==> config.mk <==
export PLATFORM = sky130hd
export DESIGN_NAME = addsub_rr_scheduler_flat
export DESIGN_NICKNAME = d
export VERILOG_FILES = /design/src/rtl/addsub_rr_scheduler_if.sv /design/src/rtl/addsub_rr_scheduler.sv /design/src/flat_wrapper.sv
export SDC_FILE = /design/constraint.sdc
export NUM_CORES = 1
export LEC_CHECK = 0
export ABC_AREA = 1
export CAP_MARGIN = 20
export CORE_MARGIN = 1.5
export CORE_UTILIZATION = 50
export CTS_CLUSTER_DIAMETER = 40
export DETAILED_ROUTE_END_ITERATION = 8
export PLACE_DENSITY = 0.87
export SYNTH_ARGS = -nofsm -noshare
export SYNTH_HDL_FRONTEND = slang
export SYNTH_SLANG_ARGS = --single-unit
export TNS_END_PERCENT = 100
==> constraint.sdc <==
create_clock -name clk -period 3.23 [get_ports clk]
set_clock_uncertainty 0.2 [all_clocks]
set_input_delay 0.646 -clock clk [delete_from_list [all_inputs] [get_ports clk]]
set_output_delay 0.646 -clock clk [all_outputs]
set_load 0.03 [all_outputs]
run_1/wires.png
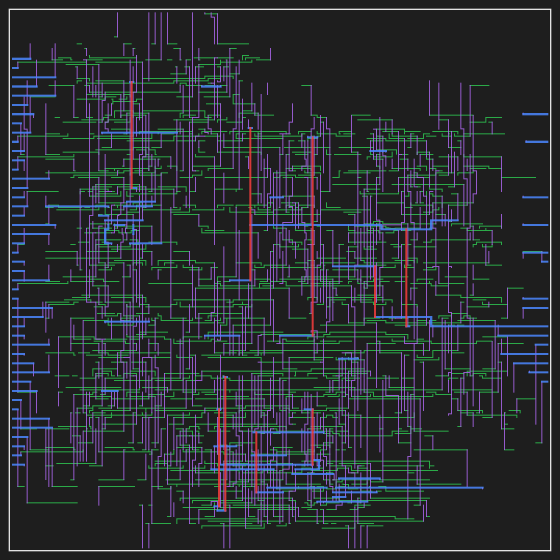
layer	color	wire length
metal 2	purple	3,320 um
metal 4	red	140 um
metal 3	blue	430 um
metal 1	green	3,210 um
vias post-DR: 3,132
Overall Global Routing Usage: 23.1%
DR WL/cell: 11.7 um

run_1/placement.png
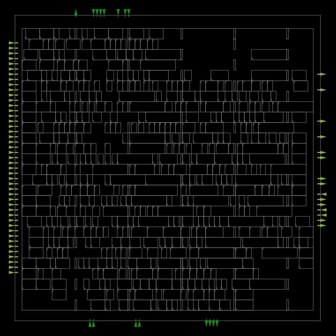
# rows: 27
Seq area share: 19.5%

run_1/metal_density.png
The die is cut into 16 by 16 equal tiles; black is low, pale yellow is high, scaled to the fullest tile. Values are wire area over tile area, all layers added.
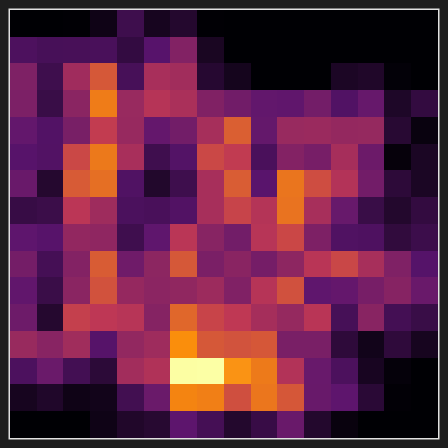
emptiest ninth of the die	top right
mean over tiles	0.18
densest ninth of the die	bottom middle
nearly empty tiles	14%
fullest tile	0.64
tiles over half the peak	15%
routed wire length: 7100 um

run_1/placement_by_type.png
Scale bar: 20 um. Fill, decap, tap and diode cells in gray.
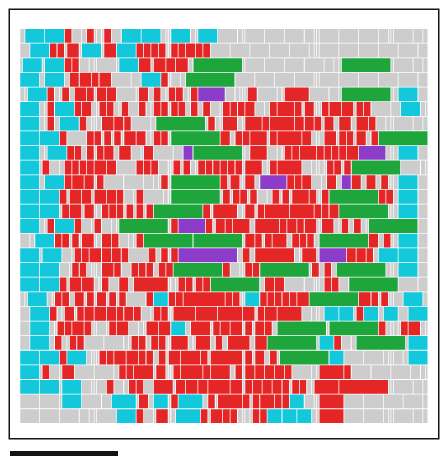
class	color	cells
flops	green	30
clock drivers and dummy loads	purple	8
combinational and other logic	red	412
other buffers and delay cells	cyan	84
final core occ: 69.2%
core area: 5570 um2
Final Instance Area: 3860 um2

==> results_dict.tcl <==
# place-and-route summary
set metrics [dict create \
    status "completed" \
    layout.clock.cell_area_share_pct 2.82 \
    leakagePower_nw 2.15 \
    drc_errors 0 \
    antenna_found_initial 0 \
    ys_seq_share_pct 25.6 \
    fin_crit_sh_pct 96.3 \
    post-dp-hpwl_um 5490 \
    final_layout_size_suffix_gt1_share_pct 10.1 \
    rsz0062_at_grt "false" \
    synth_nets 535 \
    area_delta_synth_final_pct 31.5 \
    setup_viol 0 \
    cp_max_fo 6 \
    layout.nets 609 \
    clk_pin_slew_ps 70 \
    clockBufferDepth 2 \
    power_density_nw_per_um2 1160 \
    die_w_um 79.6 \
    regArea_um2 751 \
    edf_count 0 \
    port_buffers 74 \
    die_h_um 79.6 \
    cp.arrival_ps 2270 \
    largest_reg_flops 9 \
    drtAntennaViolNets 0 \
    async_reset_ff_share_pct 100 \
    antenna_cells 0 \
    bufAreaShareNonClock_pct 21.1 \
    fillCellCount 463 \
    grt_pass1_wl_um 12000 \
    r2r_cells 13 \
    clk-insertion-delay-late_ps 280 \
    endpoint_kind "output port" \
    ys_types 37 \
    yosys.area_share.aoi_pct 8.78 \
    buffers 84 \
    top_logic_kind "simple AND/OR/NAND/NOR gates" \
    inverters 103 \
    synth_warnings 0 \
    seq_cell_count 30 \
    path_delay_family "buffers and inverters" \
    finalCriticalPeriod_ps 3110 \
    pin_count 76 \
    ys_sh_adder_pct 7.50 \
    cts_tree "yes" \
    cts.sinks 30 \
    h-tree-depth 2 \
    critPathLaunchType "primary input" \
    peakVddDrop_mv 0.651 \
    path_cells "clkdlybuf4s50_1 > inv_1 > nand2_2 > nand3_2 > nand2_4 > nor2_4 > nand2_1 > o21ai_0 > a31oi_1 > o21ai_0 > nand2_1 > inv_1 > buf_4" \
    crit_cells 13 \
    taps 72 \
    ys_cells 459 \
    yosys_area_um2 2940 \
    syn_inst 459 \
    drtIter0Drc 184 \
    top_cells_by_area "dfrtp_1 (26%), nand2_1 (18%), inv_1 (12%)" \
    initCoreUtil_pct 52.7 \
    reg2reg_slack_ps 510 \
    comb_share_pct 44.2 \
    crit_type "primary input to output port" \
    comb_area_um2 1700 \
    cts_buffers 5 \
    tool_warnings 32 \
    synth.top_cell.area_share_pct 25.6 \
    ys_sh_simple_pct 38.7 \
    yosys_most_used_dff "dfrtp_1" \
    drtPass1Iterations 5 \
    overflow 0 \
    timing.fmax_mhz 321 \
    hold_depth 1 \
    place_area_um2 3700 \
    postCtsHoldBufs 0 \
    ys_sh_xor_pct 2.09 \
    hp-class "register to register" \
    cpMaxStageDelayCell "clkdlybuf4s50_1" \
    muxShareOfSynthArea_pct 0 \
    netlist_area_um2 2940 \
    top_cells_by_count "nand2_1 (142), inv_1 (97), nand3_1 (32), dfrtp_1 (30), nand4_1 (27)" \
]
[run 1: layout by cell type (no fill, tap or decap), drive strengths merged, types with 2 or more instances in the layout]
master	count
nand4	28
nand3	38
xnor2	3
nand2	151
dfrtp	30
o211ai	2
inv	102
a21oi	11
nor3	2
a31oi	6
clkdlybuf4s50	67
xor2	4
o22ai	2
or2	5
dlymetal6s2s	3
ha	16
buf	14
clkbuf	5
o21ai	22
clkinv	3
nor2	13
[run 1: per-stage QoR]
| stage | total power, mW | setup WS [ps] | hold slack (ps) | std cells | utilization, % |
|---|---|---|---|---|---|
| 5_1_grt | 4.94 | 8.71 | 272 | 606 | 69.2 |
| 4_1_cts | 4.36 | 7.32 | 268 | 604 | 68.4 |
| 2_1_floorplan | 3.26 | 432 | 150 | 459 | - |
| 3_5_place_dp | 3.98 | 10.3 | 254 | 596 | 66.4 |
| 3_3_place_gp | 3.85 | 126 | 241 | 596 | 66.4 |
| 6_report | 4.46 | 119 | 265 | 606 | 69.2 |
[run 1: layer usage]
metal	wire length, um	GRT usage [%]	up-vias	share of wire, %
met5	0	0	-	0
met3	430	3.89	19	6.1
li1	-	-	1576	-
met1	3210	29.7	1400	45
met2	3320	38.8	137	47
met4	140	8.42	0	2.0
[run 1: cell families after synthesis]
| family | Yosys count |
|---|---|
| buffers and inverters | 120 |
| AND/OR/NAND/NOR | 238 |
| flip-flops | 30 |
| XOR/XNOR | 7 |
| adder cells (fa/ha/maj) | 17 |
| AND-OR/OR-AND | 46 |
| other | 1 |
[run 1: where the power goes]
group          leakage, nW  switching (mW)  internal, mW
Sequential           0.357           0.154         0.586
Clock               0.0579           0.137         0.226
Combinational         1.74            2.08          1.27
Total                 2.15            2.37          2.08
[run 1: repair_timing]
item | CTS | global route
setup buffers | 0 | 2
setup endpoints to repair | 0 | 4
resized | 0 | 6
Power figures rest on the tool's default switching activity, not on a simulated workload.
